==> images/m2.png <==
Cells faint in the background.
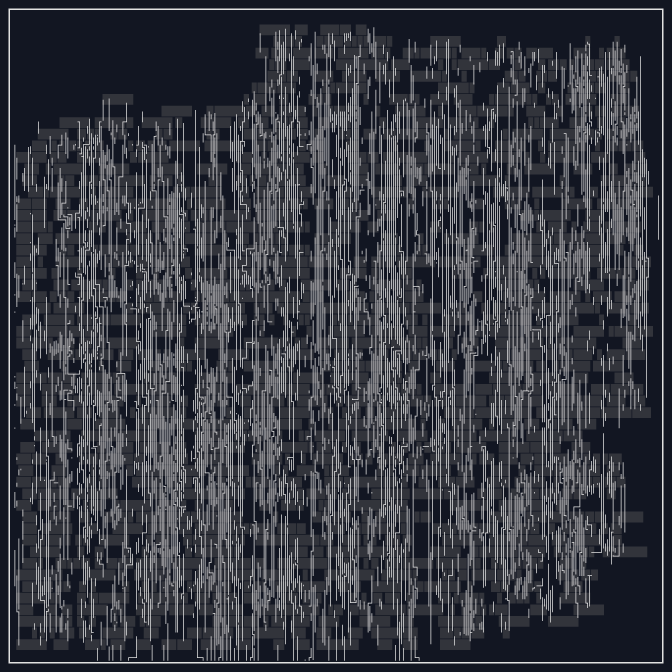
==> images/placed.png <==
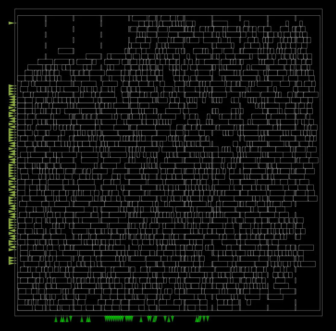
`src/rtl/move_engine_pkg.sv`:
```
// Shared types and constants for the 24-game move engine: operator and error
// codes, FSM state encodings, default width and winning target.
package move_engine_pkg;

   localparam int W_DEF      = 10;
   localparam int TARGET_DEF = 24;

   typedef enum logic [1:0] {
      OP_ADD = 2'd0,
      OP_SUB = 2'd1,
      OP_MUL = 2'd2,
      OP_DIV = 2'd3
   } op_t;

   typedef enum logic [1:0] {
      ERR_OK      = 2'd0,
      ERR_SEL     = 2'd1,
      ERR_ARITH   = 2'd2,
      ERR_INEXACT = 2'd3
   } err_t;

   typedef enum logic [2:0] {
      ST_IDLE   = 3'd0,
      ST_READY  = 3'd1,
      ST_EXEC   = 3'd2,
      ST_DIV    = 3'd3,
      ST_COMMIT = 3'd4
   } state_t;

endpackage

```
`src/rtl/move_engine_if.sv`:
```
// Move request/response channel between the keypad FSM (master) and the
// move engine (slave).
interface move_engine_if;
   import move_engine_pkg::*;

   logic       req_valid;
   logic       req_ready;
   logic [1:0] sel_a;
   logic [1:0] sel_b;
   op_t        op;
   logic       resp_valid;
   err_t       resp_err;

   modport master (
      output req_valid, sel_a, sel_b, op,
      input  req_ready, resp_valid, resp_err
   );

   modport slave (
      input  req_valid, sel_a, sel_b, op,
      output req_ready, resp_valid, resp_err
   );

endinterface

```
`src/rtl/move_engine_seq_divider.sv`:
```
// W-bit restoring divider. The start edge performs the first iteration, so
// done is sampled high exactly W edges after start; abort cancels at once.
module seq_divider #(
   parameter int W = 10
) (
   input  logic         clk,
   input  logic         rst_n,
   input  logic         start,
   input  logic         abort,
   input  logic [W-1:0] dividend,
   input  logic [W-1:0] divisor,
   output logic         done,
   output logic [W-1:0] quotient,
   output logic [W-1:0] remainder
);

   localparam int CW = $clog2(W + 1);

   logic [W-1:0]  rem_reg, quo_reg, dvs_reg;
   logic [CW-1:0] cnt_reg;
   logic          run_reg, done_reg;

   logic [W-1:0]  s_rem, s_quo, s_dvs;
   logic [W:0]    trial;
   logic          ge;
   logic [W-1:0]  rem_next, quo_next;

   // One restoring step; on start it works straight from the input operands.
   always_comb begin
      s_rem    = start ? '0 : rem_reg;
      s_quo    = start ? dividend : quo_reg;
      s_dvs    = start ? divisor : dvs_reg;
      trial    = {s_rem, s_quo[W-1]};
      ge       = (trial >= {1'b0, s_dvs});
      rem_next = ge ? W'(trial - {1'b0, s_dvs}) : trial[W-1:0];
      quo_next = {s_quo[W-2:0], ge};
   end

   always_ff @(posedge clk) begin
      if (!rst_n || abort) begin
         run_reg  <= 1'b0;
         done_reg <= 1'b0;
         cnt_reg  <= '0;
         rem_reg  <= '0;
         quo_reg  <= '0;
         dvs_reg  <= '0;
      end else begin
         done_reg <= 1'b0;
         if (start) begin
            rem_reg <= rem_next;
            quo_reg <= quo_next;
            dvs_reg <= s_dvs;
            cnt_reg <= CW'(W - 1);
            run_reg <= 1'b1;
         end else if (run_reg) begin
            rem_reg <= rem_next;
            quo_reg <= quo_next;
            cnt_reg <= cnt_reg - 1'b1;
            if (cnt_reg == CW'(1)) begin
               run_reg  <= 1'b0;
               done_reg <= 1'b1;
            end
         end
      end
   end

   assign done      = done_reg;
   assign quotient  = quo_reg;
   assign remainder = rem_reg;

endmodule

```
`src/rtl/move_engine.sv`:
```
// Executes one 24-game move: owns the four number slots, live count and restart
// snapshot, computes a op b and compacts the live list on success.
module move_engine
   import move_engine_pkg::*;
#(
   parameter int W      = W_DEF,
   parameter int TARGET = TARGET_DEF
) (
   input  logic          clk,
   input  logic          rst_n,
   input  logic          load,
   input  logic [W-1:0]  init_num0,
   input  logic [W-1:0]  init_num1,
   input  logic [W-1:0]  init_num2,
   input  logic [W-1:0]  init_num3,
   input  logic          restart,
   move_engine_if.slave  bus,
   output logic [W-1:0]  num0,
   output logic [W-1:0]  num1,
   output logic [W-1:0]  num2,
   output logic [W-1:0]  num3,
   output logic [2:0]    count,
   output logic          busy,
   output logic          win
);

   state_t              state_reg;
   logic [3:0][W-1:0]   slot_reg, snap_reg, compact_next, init_vec;
   logic [2:0]          count_reg;
   logic [1:0]          sel_a_reg, sel_b_reg;
   op_t                 op_reg;
   logic [W-1:0]        a_reg, b_reg, result_reg;
   err_t                err_reg;
   logic                resp_valid_reg;
   err_t                resp_err_reg;

   logic                req_ready, abort, sel_bad, div_start;
   logic [W:0]          sum;
   logic [2*W-1:0]      prod;
   logic [W-1:0]        exec_res;
   err_t                exec_err;
   logic [1:0]          lo_sel, hi_sel;
   logic                div_done;
   logic [W-1:0]        div_quo, div_rem;

   assign init_vec  = {init_num3, init_num2, init_num1, init_num0};
   assign req_ready = (state_reg == ST_READY) && (count_reg >= 3'd2) && !load && !restart;
   assign abort     = load || (restart && state_reg != ST_IDLE);

   assign sel_bad = (sel_a_reg == sel_b_reg) || ({1'b0, sel_a_reg} >= count_reg)
                    || ({1'b0, sel_b_reg} >= count_reg);
   assign sum     = {1'b0, a_reg} + {1'b0, b_reg};
   assign prod    = {{W{1'b0}}, a_reg} * {{W{1'b0}}, b_reg};

   // A bad select outranks any arithmetic fault of the same move.
   always_comb begin
      exec_res = '0;
      exec_err = ERR_OK;
      case (op_reg)
         OP_ADD: begin
            exec_res = sum[W-1:0];
            if (sum[W]) exec_err = ERR_ARITH;
         end
         OP_SUB: begin
            exec_res = a_reg - b_reg;
            if (a_reg < b_reg) exec_err = ERR_ARITH;
         end
         OP_MUL: begin
            exec_res = prod[W-1:0];
            if (|prod[2*W-1:W]) exec_err = ERR_ARITH;
         end
         default: begin
            if (b_reg == '0) exec_err = ERR_ARITH;
         end
      endcase
      if (sel_bad) exec_err = ERR_SEL;
   end

   assign div_start = (state_reg == ST_EXEC) && (op_reg == OP_DIV) && (exec_err == ERR_OK);

   seq_divider #(.W(W)) u_div (
      .clk       (clk),
      .rst_n     (rst_n),
      .start     (div_start),
      .abort     (abort),
      .dividend  (a_reg),
      .divisor   (b_reg),
      .done      (div_done),
      .quotient  (div_quo),
      .remainder (div_rem)
   );

   assign lo_sel = (sel_a_reg < sel_b_reg) ? sel_a_reg : sel_b_reg;
   assign hi_sel = (sel_a_reg < sel_b_reg) ? sel_b_reg : sel_a_reg;

   // Result lands in the lower slot; everything above the upper slot slides down.
   genvar gi;
   generate
      for (gi = 0; gi < 4; gi++) begin : g_compact
         logic [W-1:0] upper;
         if (gi < 3) begin : g_up
            assign upper = slot_reg[gi+1];
         end else begin : g_top
            assign upper = '0;
         end
         assign compact_next[gi] =
            (2'(gi) <  lo_sel)          ? slot_reg[gi] :
            (2'(gi) == lo_sel)          ? result_reg   :
            (2'(gi) <  hi_sel)          ? slot_reg[gi] :
            (3'(gi + 1) < count_reg)    ? upper        : '0;
      end
   endgenerate

   always_ff @(posedge clk) begin
      if (!rst_n) begin
         state_reg      <= ST_IDLE;
         slot_reg       <= '0;
         snap_reg       <= '0;
         count_reg      <= '0;
         sel_a_reg      <= '0;
         sel_b_reg      <= '0;
         op_reg         <= OP_ADD;
         a_reg          <= '0;
         b_reg          <= '0;
         result_reg     <= '0;
         err_reg        <= ERR_OK;
         resp_valid_reg <= 1'b0;
         resp_err_reg   <= ERR_OK;
      end else begin
         resp_valid_reg <= 1'b0;
         resp_err_reg   <= ERR_OK;
         if (load) begin
            slot_reg  <= init_vec;
            snap_reg  <= init_vec;
            count_reg <= 3'd4;
            state_reg <= ST_READY;
         end else if (restart && state_reg != ST_IDLE) begin
            slot_reg  <= snap_reg;
            count_reg <= 3'd4;
            state_reg <= ST_READY;
         end else begin
            case (state_reg)
               ST_IDLE: state_reg <= ST_IDLE;
               ST_READY: begin
                  if (bus.req_valid && req_ready) begin
                     sel_a_reg <= bus.sel_a;
                     sel_b_reg <= bus.sel_b;
                     op_reg    <= bus.op;
                     a_reg     <= slot_reg[bus.sel_a];
                     b_reg     <= slot_reg[bus.sel_b];
                     state_reg <= ST_EXEC;
                  end
               end
               ST_EXEC: begin
                  err_reg    <= exec_err;
                  result_reg <= exec_res;
                  state_reg  <= div_start ? ST_DIV : ST_COMMIT;
               end
               ST_DIV: begin
                  if (div_done) begin
                     if (div_rem != '0) err_reg <= ERR_INEXACT;
                     else               result_reg <= div_quo;
                     state_reg <= ST_COMMIT;
                  end
               end
               ST_COMMIT: begin
                  resp_valid_reg <= 1'b1;
                  resp_err_reg   <= err_reg;
                  if (err_reg == ERR_OK) begin
                     slot_reg  <= compact_next;
                     count_reg <= count_reg - 3'd1;
                  end
                  state_reg <= ST_READY;
               end
               default: state_reg <= ST_IDLE;
            endcase
         end
      end
   end

   assign bus.req_ready  = req_ready;
   assign bus.resp_valid = resp_valid_reg;
   assign bus.resp_err   = resp_err_reg;

   assign num0  = slot_reg[0];
   assign num1  = slot_reg[1];
   assign num2  = slot_reg[2];
   assign num3  = slot_reg[3];
   assign count = count_reg;
   assign busy  = (state_reg == ST_EXEC) || (state_reg == ST_DIV) || (state_reg == ST_COMMIT);
   assign win   = (count_reg == 3'd1) && (slot_reg[0] == W'(TARGET));

endmodule

```
`src/flat_wrapper.sv`:
```
// flat-port wrapper written by rule: the top's interface ports become plain ports
module move_engine_flat import move_engine_pkg::*;
#(
   parameter int W      = W_DEF,
   parameter int TARGET = TARGET_DEF
)
  (clk, rst_n, load, init_num0, init_num1, init_num2, init_num3, restart, num0, num1, num2, num3, count, busy, win, bus_req_valid, bus_sel_a, bus_sel_b, bus_op, bus_req_ready, bus_resp_valid, bus_resp_err);
  move_engine_if bus_i ();
  input  logic clk;
  input  logic rst_n;
  input  logic load;
  input  logic [W-1:0] init_num0;
  input  logic [W-1:0] init_num1;
  input  logic [W-1:0] init_num2;
  input  logic [W-1:0] init_num3;
  input  logic restart;
  output logic [W-1:0] num0;
  output logic [W-1:0] num1;
  output logic [W-1:0] num2;
  output logic [W-1:0] num3;
  output logic [2:0] count;
  output logic busy;
  output logic win;
  input wire logic [$bits(bus_i.req_valid)-1:0] bus_req_valid;
  input wire logic [$bits(bus_i.sel_a)-1:0] bus_sel_a;
  input wire logic [$bits(bus_i.sel_b)-1:0] bus_sel_b;
  input wire logic [$bits(bus_i.op)-1:0] bus_op;
  output wire logic [$bits(bus_i.req_ready)-1:0] bus_req_ready;
  output wire logic [$bits(bus_i.resp_valid)-1:0] bus_resp_valid;
  output wire logic [$bits(bus_i.resp_err)-1:0] bus_resp_err;
  assign bus_i.req_valid = bus_req_valid;
  assign bus_i.sel_a = bus_sel_a;
  assign bus_i.sel_b = bus_sel_b;
  assign bus_i.op = bus_op;
  assign bus_req_ready = bus_i.req_ready;
  assign bus_resp_valid = bus_i.resp_valid;
  assign bus_resp_err = bus_i.resp_err;
  move_engine #(.W(W), .TARGET(TARGET)) u_core (.clk(clk), .rst_n(rst_n), .load(load), .init_num0(init_num0), .init_num1(init_num1), .init_num2(init_num2), .init_num3(init_num3), .restart(restart), .bus(bus_i), .num0(num0), .num1(num1), .num2(num2), .num3(num3), .count(count), .busy(busy), .win(win));
endmodule
```
`config.mk`:
```
export PLATFORM = sky130hd
export DESIGN_NAME = move_engine_flat
export DESIGN_NICKNAME = d
export VERILOG_FILES = /design/src/rtl/move_engine_pkg.sv /design/src/rtl/move_engine_if.sv /design/src/rtl/move_engine_seq_divider.sv /design/src/rtl/move_engine.sv /design/src/flat_wrapper.sv
export SDC_FILE = /design/constraint.sdc
export NUM_CORES = 1
export LEC_CHECK = 0
export CORE_UTILIZATION = 56
export DETAILED_ROUTE_END_ITERATION = 8
export PLACE_DENSITY = 0.77
export RECOVER_POWER = 25
export SYNTH_ARGS = -nofsm -noshare
export SYNTH_HDL_FRONTEND = slang
export SYNTH_HIERARCHICAL = 1
export SYNTH_SLANG_ARGS = --single-unit
```
`constraint.sdc`:
```
create_clock -name clk -period 16.9 [get_ports clk]
set_clock_uncertainty 0.2 [all_clocks]
set_input_delay 1.69 -clock clk [delete_from_list [all_inputs] [get_ports clk]]
set_output_delay 1.69 -clock clk [all_outputs]
set_load 0.1 [all_outputs]
```
==> results.json <==
{
  "post-cts-setup-buffers": 0,
  "die_y_microns": 153,
  "cts_hold_buffers": 0,
  "p_leak_uw": 0.00584,
  "critPathMostFrequentCell": "sky130_fd_sc_hd__clkbuf_1",
  "cp.required_ns": 17.03,
  "synth_area_per_cell_sq_um": 8.27,
  "drtPass1Iterations": 6,
  "dominant_register_cell_in_the_synthesized_netlist": "sky130_fd_sc_hd__dfxtp_1",
  "well_tap_count": 280,
  "cts_made_buffers": 17,
  "post-route-cell-area_sq_mm": 0.0143,
  "largest_reg_flops": 40,
  "wire_per_inst_microns": 20.2,
  "yosys-top-cells-area": "sky130_fd_sc_hd__dfxtp_1, sky130_fd_sc_hd__fa_1, sky130_fd_sc_hd__ha_1, sky130_fd_sc_hd__nand2_1, sky130_fd_sc_hd__a21oi_1",
  "r2r.worst_path.cells": 18,
  "timing.final.crit_period_ns": 7.02,
  "seq_area_sq_mm": 0.00326,
  "detailed_route_iter0_violations": 1156,
  "synth_sequential_area_ratio": 0.256,
  "cap_viol_max_count": 1,
  "cts.root.buffer_cell": "sky130_fd_sc_hd__clkbuf_16",
  "sequential_cell_total": 163,
  "failed_checks": "capacitance limit, slew limit",
  "overflow": 0,
  "synth_area_leader_cell": "sky130_fd_sc_hd__dfxtp_1",
  "io-pin-count": 100,
  "layout_worst_path_cycle_share": 0.415,
  "tritoncts_num_sinks": 163,
  "detailroute.via_count": 11500,
  "final_cell_mix": "sky130_fd_sc_hd__nand2_1, sky130_fd_sc_hd__dfxtp_1, sky130_fd_sc_hd__nor2_1, sky130_fd_sc_hd__a21oi_1, sky130_fd_sc_hd__inv_1",
  "final-nonclk-buf-share": 0.0726,
  "ys_flops": 163,
  "seq-cell-share": 0.227,
  "result_of_the_run": "complete, but fails checks",
  "finalNonFillerCells": 1865,
  "hold_path_depth": 2,
  "timing.final.max_slew_violations": 94,
  "hold_ws_ns": 0.273,
  "initial_antenna_violation_count": 0,
  "slew_at_the_pin_closest_to_its_max_slew_limit_ns": 4.47,
  "layout_top_cell_excl_fill_tap": "sky130_fd_sc_hd__nand2_1",
  "slew-limit-headroom": -1.98,
  "synth_stat.cells": 1541,
  "nonClockBufferCount": 108,
  "cts_max_path_buffers": 2,
  "detail-route-antenna-nets": 0,
  "diodes": 0
}
## Picture notes: m2.png
1455 nets have wire on it. The longest straight run is 70.0 microns.

## Picture notes: placed.png
placeable core region: 0.0221 sq mm
fill cell instance count of the final layout: 1872

path summary, 6_finish.rpt:
path	startpoint	endpoint	slack, ns
min	u_core/snap_reg[34]$_SDFFE_PN0P_	u_core/snap_reg[34]$_SDFFE_PN0P_	0.27
min reg2reg	u_core/snap_reg[34]$_SDFFE_PN0P_	u_core/snap_reg[34]$_SDFFE_PN0P_	0.27
max reg2reg	u_core/a_reg[1]$_SDFFE_PN0P_	u_core/err_reg[1]$_SDFFE_PN0P_	10.87
max	rst_n	u_core/result_reg[9]$_SDFFE_PN0P_	9.88
metal layers:
metal	up-vias	global-route usage
met5	-	0
met1	5449	0.425
met4	0	0.145
met2	519	0.538
li1	5424	-
met3	118	0.0627
power breakdown:
group	total (uW)	internal, uW	switching [uW]
Combinational	146	47.7	98.7
Clock	395	200	195
Sequential	416	397	18.6
Total	957	645	312
Power figures rest on the tool's default switching activity, not on a simulated workload.
